`src/rtl/keccak_theta_stream_if.sv`:
```
// Lane stream bundle for the theta engine: one lane per valid/ready handshake,
// with last marking lane 24 of a 25-lane Keccak state.
interface keccak_theta_stream_if #(
  parameter int LANE_W = 64
);
  // Handshake: a lane transfers on a rising clk edge where valid and ready are
  // both high; the master holds lane/last stable while valid is high and ready is low.
  logic              valid;
  logic              ready;
  logic [LANE_W-1:0] lane;
  logic              last;

  modport master (output valid, output lane, output last, input ready);
  modport slave  (input valid, input lane, input last, output ready);
endinterface

```
`src/rtl/keccak_theta_stream.sv`:
```
// Lane-serial Keccak-p theta step: load 25 lanes, compute D once, stream out theta-mixed lanes.
// Optional column-parity debug tap enabled by defining KECCAK_THETA_PARITY_OUT_EN.
module keccak_theta_stream #(
  parameter int LANE_W = 64
) (
  input  logic                         clk,
  input  logic                         rst,
  keccak_theta_stream_if.slave         in_s,
  keccak_theta_stream_if.master        out_s,
  output logic                         busy,
  output logic                         err_last,
`ifdef KECCAK_THETA_PARITY_OUT_EN
  output logic [5*LANE_W-1:0]          col_par,
  output logic                         col_par_valid,
`endif
  output logic [1:0]                   dbg_state
);

  typedef enum logic [1:0] {
    S_LOAD  = 2'd0,
    S_CALC  = 2'd1,
    S_DRAIN = 2'd2
  } state_t;

  state_t            state;
  logic [2:0]        x;
  logic [2:0]        y;
  logic [4:0]        idx;
  logic              at_last;
  logic              in_hs;
  logic              out_hs;
  logic [LANE_W-1:0] c [5];
  logic [LANE_W-1:0] d [5];
  logic [LANE_W-1:0] lane_mem [25];
  logic              in_ready_r;
  logic              out_valid_r;
  logic              out_last_r;
  logic              busy_r;
  logic              err_last_r;

  function automatic logic [LANE_W-1:0] rol1(input logic [LANE_W-1:0] v);
    return {v[LANE_W-2:0], v[LANE_W-1]};
  endfunction

  // The lane counter is kept as (x, y) so the column select needs no divide.
  assign idx     = {x, 2'b00} + {2'b00, x} + {2'b00, y};
  assign at_last = (x == 3'd4) && (y == 3'd4);
  assign in_hs   = in_ready_r & in_s.valid;
  assign out_hs  = out_valid_r & out_s.ready;

  assign in_s.ready  = in_ready_r;
  assign out_s.valid = out_valid_r;
  assign out_s.last  = out_last_r;
  assign out_s.lane  = lane_mem[idx] ^ d[x];
  assign busy        = busy_r;
  assign err_last    = err_last_r;
  assign dbg_state   = state;

`ifdef KECCAK_THETA_PARITY_OUT_EN
  for (genvar k = 0; k < 5; k++) begin : g_col_par
    assign col_par[k*LANE_W +: LANE_W] = c[k];
  end
  assign col_par_valid = (state != S_LOAD);
`endif

  // Lane buffer contents are don't-care after reset, so it carries no reset.
  always_ff @(posedge clk) begin
    if (in_hs) lane_mem[idx] <= in_s.lane;
  end

  always_ff @(posedge clk) begin
    if (rst) begin
      state       <= S_LOAD;
      x           <= 3'd0;
      y           <= 3'd0;
      c           <= '{default: '0};
      d           <= '{default: '0};
      in_ready_r  <= 1'b1;
      out_valid_r <= 1'b0;
      out_last_r  <= 1'b0;
      busy_r      <= 1'b0;
      err_last_r  <= 1'b0;
    end else begin
      err_last_r <= 1'b0;
      case (state)
        S_LOAD: begin
          if (in_hs) begin
            c[x]       <= c[x] ^ in_s.lane;
            err_last_r <= (in_s.last != at_last);
            busy_r     <= 1'b1;
            if (at_last) begin
              x          <= 3'd0;
              y          <= 3'd0;
              in_ready_r <= 1'b0;
              state      <= S_CALC;
            end else if (y == 3'd4) begin
              y <= 3'd0;
              x <= x + 3'd1;
            end else begin
              y <= y + 3'd1;
            end
          end
        end
        S_CALC: begin
          d[0]        <= c[4] ^ rol1(c[1]);
          d[1]        <= c[0] ^ rol1(c[2]);
          d[2]        <= c[1] ^ rol1(c[3]);
          d[3]        <= c[2] ^ rol1(c[4]);
          d[4]        <= c[3] ^ rol1(c[0]);
          out_valid_r <= 1'b1;
          out_last_r  <= 1'b0;
          state       <= S_DRAIN;
        end
        S_DRAIN: begin
          if (out_hs) begin
            if (at_last) begin
              x           <= 3'd0;
              y           <= 3'd0;
              c           <= '{default: '0};
              in_ready_r  <= 1'b1;
              out_valid_r <= 1'b0;
              out_last_r  <= 1'b0;
              busy_r      <= 1'b0;
              state       <= S_LOAD;
            end else begin
              // Registered out_last must be high for the lane about to be presented.
              out_last_r <= (x == 3'd4) && (y == 3'd3);
              if (y == 3'd4) begin
                y <= 3'd0;
                x <= x + 3'd1;
              end else begin
                y <= y + 3'd1;
              end
            end
          end
        end
        default: state <= S_LOAD;
      endcase
    end
  end

endmodule
```
`src/flat_wrapper.sv`:
```
// flat-port wrapper written by rule: the top's interface ports become plain ports
module keccak_theta_stream_flat 
#(
  parameter int LANE_W = 64
)
  (clk, rst, busy, err_last, dbg_state, in_s_valid, in_s_lane, in_s_last, in_s_ready, out_s_valid, out_s_lane, out_s_last, out_s_ready);
  keccak_theta_stream_if #(.LANE_W(LANE_W)) in_s_i ();
  keccak_theta_stream_if #(.LANE_W(LANE_W)) out_s_i ();
  input  logic clk;
  input  logic rst;
  output logic busy;
  output logic err_last;
  output logic [1:0] dbg_state;
  input wire logic [$bits(in_s_i.valid)-1:0] in_s_valid;
  input wire logic [$bits(in_s_i.lane)-1:0] in_s_lane;
  input wire logic [$bits(in_s_i.last)-1:0] in_s_last;
  output wire logic [$bits(in_s_i.ready)-1:0] in_s_ready;
  output wire logic [$bits(out_s_i.valid)-1:0] out_s_valid;
  output wire logic [$bits(out_s_i.lane)-1:0] out_s_lane;
  output wire logic [$bits(out_s_i.last)-1:0] out_s_last;
  input wire logic [$bits(out_s_i.ready)-1:0] out_s_ready;
  assign in_s_i.valid = in_s_valid;
  assign in_s_i.lane = in_s_lane;
  assign in_s_i.last = in_s_last;
  assign in_s_ready = in_s_i.ready;
  assign out_s_valid = out_s_i.valid;
  assign out_s_lane = out_s_i.lane;
  assign out_s_last = out_s_i.last;
  assign out_s_i.ready = out_s_ready;
  keccak_theta_stream #(.LANE_W(LANE_W)) u_core (.clk(clk), .rst(rst), .in_s(in_s_i), .out_s(out_s_i), .busy(busy), .err_last(err_last), .dbg_state(dbg_state));
endmodule
```
`config.mk`:
```
export PLATFORM = sky130hd
export DESIGN_NAME = keccak_theta_stream_flat
export DESIGN_NICKNAME = d
export VERILOG_FILES = /design/src/rtl/keccak_theta_stream_if.sv /design/src/rtl/keccak_theta_stream.sv /design/src/flat_wrapper.sv
export SDC_FILE = /design/constraint.sdc
export NUM_CORES = 2
export LEC_CHECK = 0
export CAP_MARGIN = 20
export CORE_ASPECT_RATIO = 0.7
export CORE_UTILIZATION = 62
export DETAILED_ROUTE_END_ITERATION = 8
export PLACE_DENSITY = 0.79
export SYNTH_ARGS = -nofsm -noshare
export SYNTH_HDL_FRONTEND = slang
export SYNTH_SLANG_ARGS = --single-unit
```
`constraint.sdc`:
```
create_clock -name clk -period 9.9 [get_ports clk]
set_input_delay 2.475 -clock clk [delete_from_list [all_inputs] [get_ports clk]]
set_output_delay 2.475 -clock clk [all_outputs]
set_load 0.1 [all_outputs]
```
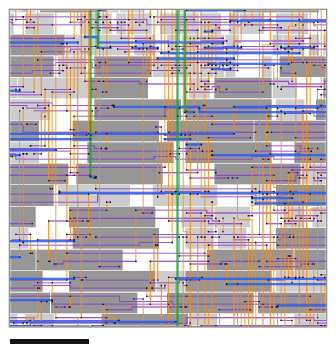
(images/closeup.png)
The bar under the picture is 10 um long. Region (327, 61) to (367, 101) um. Cells in gray, sequential cells in the stronger gray; small squares are vias.
Key: M1 = purple; M3 = blue; M2 = orange; M4 = green
76 logic cells have their middle in the window. Most frequent: edfxtp_1 (25), nor2_1 (8), mux2i_1 (6). Netlist names of flops here include u_core.lane_mem (25), u_core.d (4). Sequential cells in the window: 29.

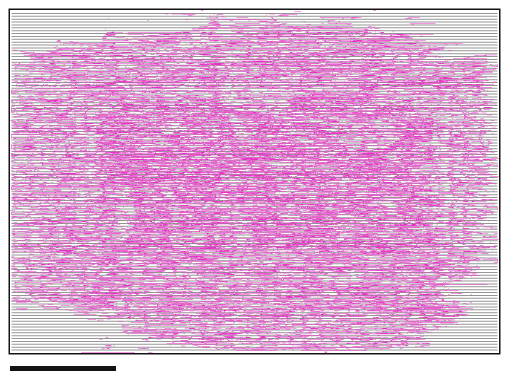
(images/m1.png)
The bar under the picture is 100 um long. Supply wires on this layer in gray.
5819 nets have wire on it. The wires run mostly horizontal. The layer holds 38% of the routed length. The layer carries 99.8 mm of wire. The longest straight run is 104 um.

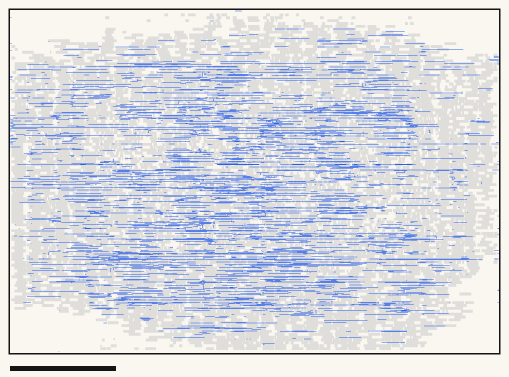
(images/m3.png)
The bar under the picture is 100 um long. Cells faint in the background.
769 nets have wire on it. The layer carries 31.2 mm of wire. The layer holds 12% of the routed length.

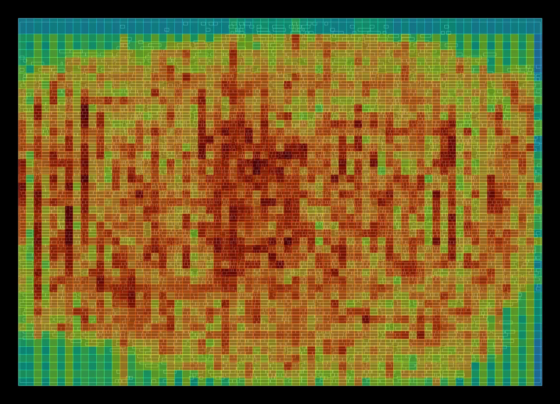
(images/congestion_map.png)
global routing's busiest layer: met2
met2 usage: 52.9%
DR WL/cell: 32.4 um
grt met1 use: 48.0%
grt met3 use: 7.49%

==> flow_summary.yaml <==
# yosys + openroad results
pwr:
  vdd_drop_max_mv: 0.208
  p_total_mw: 19.3
  power.leakage_nw: 31.3
  powerDensity_nw_per_um2: 189
setup_path:
  timing.rr.start: "u_core.x[2]"
  crit_end: "out_s_lane[25]"
  cp.buffers_inverters: 2
  reg2reg_depth: 9
  cpMaxStageDelayCell: "clkdlybuf4s50_1"
  r2r_end: "u_core.lane_mem[22][10]"
  criticalPathCategory: "reg2out"
  crit_fanout: 41
  crit_path_start: "u_core.x[2]"
  crit_family: "buffers and inverters"
  worstPathCellList: "fa_1 -> fa_4 -> and2_4 -> buf_4 -> a22oi_1 -> a22oi_1 -> a211oi_2 -> xnor2_1 -> clkdlybuf4s50_1"
  crit_path_start_kind: "register"
  cp_common_cell: "a22oi_1"
  ff2ff_setup_slack_ps: 3480
  cp.arrival_ps: 6390
  required_ps: 7430
  cp_slowest_stage_delay_ps: 1250
  cp.depth: 9
  crit_path_end_kind: "primary output"
yosys:
  ys_warn_count: 0
  postSynthSeqShare_pct: 66.5
  synthTopCellsByCount: "edfxtp_1, dfxtp_1, nor2_1, xnor2_1, a211oi_1"
  yosys_cells: 5906
  syn-num-nets: 5987
  yosysTopAreaCellShare_pct: 52.2
  syn_area_um2: 92000
  syn_avg_cell_area_um2: 15.6
  yosysChipArea_um2: 92000
  topCellsByArea: "edfxtp_1, dfxtp_1, mux4_2"
  ys_async_sr_fraction_pct: 0
  top_cell: "edfxtp_1"
  synth_flops: 2253
  synth_top_cell_by_area: "edfxtp_1"
  yosysUniqueCellTypes: 61
  synthCells: 5906
  synthFlopType: "edfxtp_1"
  edf_count: 1600
cts:
  ctsHoldBuffers: 0
  clk_latency_ps: 880
  clockRootBuffer: "clkbuf_16"
  clkSinkCount: 2253
  htreeDepth: 4
  cts_tree: "built"
  clkSlewWorstSetupHoldPaths_ps: 70
  cts_resized: 0
  cts_buffer_depth: 3
  cts_setup_buffers: 0
  cts_buffers: 197
flow_run:
  tool_warnings: 43
  maxCapViolations: 0
final_timing:
  worst_slack_ps: 1040
  hold_violations: 0
  clock.fmax_mhz: 113
  rsz0062_at_grt: "false"
  totalNegativeSetupSlack_ps: 0
  slew_headroom_pct: 9.82
  finalSetupViolations: 0
  tightest_slew_ps: 1350
  period_minus_slack_ps: 8860
  hold_slack_ps: 466
  slew_violations: 0
  finClkSkew_ps: 26.6
  period_used_pct: 89.5
drt:
  first_iter_violations: 8676
  drt-met1-wl_um: 99800
  met2_length_um: 119000
  drt_first_pass_iters: 8
  met3_length_um: 31200
  routed_wl_um: 262000
  maxUsedRoutingLayer: "met5"
  num_vias: 56900
  vias_per_cell: 7.02
  ant_nets: 0
  drc_errors: 0
place:
  gp_congestion: 0.914
  pre_cts_slack_ps: 2040
  place_area_um2: 95500
  dp.cells: 7716
  portBuffers: 139
  dp_hpwl_um: 143000
floorplanning:
  die_w_um: 462
  die_y_um: 324
  core_um2: 146000
  dieArea_um2: 150000
  fp_util_pct: 62.9
  io_pins: 140
  row_count: 117
hold_path:
  min_path_cells: 2
  worstHoldPathType: "reg2reg"
  hold_start: "u_core.d[226]"
  hold_end: "u_core.d[226]"
grt:
  grt_max_degree: 259
  track_usage_pct: 34.8
  overflow: 0
  grt_pass1_vias: 55527
  grt_pass1_wl_um: 378000
  grt_antenna_before_repair: 12
cells_and_area:
  layout_top_cell: "edfxtp_1"
  fin_cells: 8101
  layout_top_cells: "edfxtp_1, dfxtp_1, xnor2_1, nor2_1, a211oi_1"
  fin_nets: 6044
  areaGrowthSynthToFinish_pct: 11.0
  stdcell_area_um2: 102000
  post-route-util_pct: 69.8
  layout-drive-gt1-share_pct: 18.4
status:
  status: "complete, no violations"
## where the power goes
part           total [mW]  switching, mW  internal [mW]
clock                7.65           3.52           4.14
sequential           10.2         0.0512           10.1
combinational        1.49          0.976          0.515
## kinds of logic (layout without fill, tap and decap cells)
| logic type | count (synthesis) | count (layout) | synth area share (%) |
|---|---|---|---|
| AND-OR/OR-AND | 1326 | 1326 | 11.2 |
| XOR/XNOR | 452 | 452 | 4.31 |
| adder cells (fa/ha/maj) | 12 | 12 | 0.180 |
| buffers and inverters | 486 | 711 | 2.52 |
| flip-flops | 2253 | 2253 | 66.5 |
| multiplexers | 730 | 730 | 11.9 |
| other | 0 | 7 | 0 |
| AND/OR/NAND/NOR | 647 | 647 | 3.44 |
## flip-flops by register name, summed over array words and instances (netlist names)
| name | flops |
|---|---|
| u_core.lane_mem | 1600 |
| u_core.in_s.ready | 1 |
| u_core.x | 3 |
| u_core.c | 320 |
| u_core.busy | 1 |
| u_core.d | 320 |
| u_core.dbg_state | 2 |
| u_core.err_last | 1 |
| u_core.out_s.last | 1 |
| u_core.out_s.valid | 1 |
| u_core.y | 3 |
## worst min-delay path, cell delays in order, from the launching register on
cell      delay (ps)
dfxtp_1          300
inv_1             60
a211oi_1          60
## routing by layer
layer | vias to the layer above | track usage [%]
met3 | 646 | 7.49
met2 | 4031 | 52.9
li1 | 23404 | -
met1 | 28815 | 48.0
met5 | - | 0
met4 | 4 | 17.4
## area by class of cell
type                       instances  area, um2
antenna                            7       17.5
inverter                          30        115
sequential                      2253      61100
fill                            9230      44100
multi-input combinational       3167      29000
timing repair buffer             314       3030
tap                             1963       2460
clock buffer                     270       5430
clock inverter                    97        958
Power figures rest on the tool's default switching activity, not on a simulated workload.
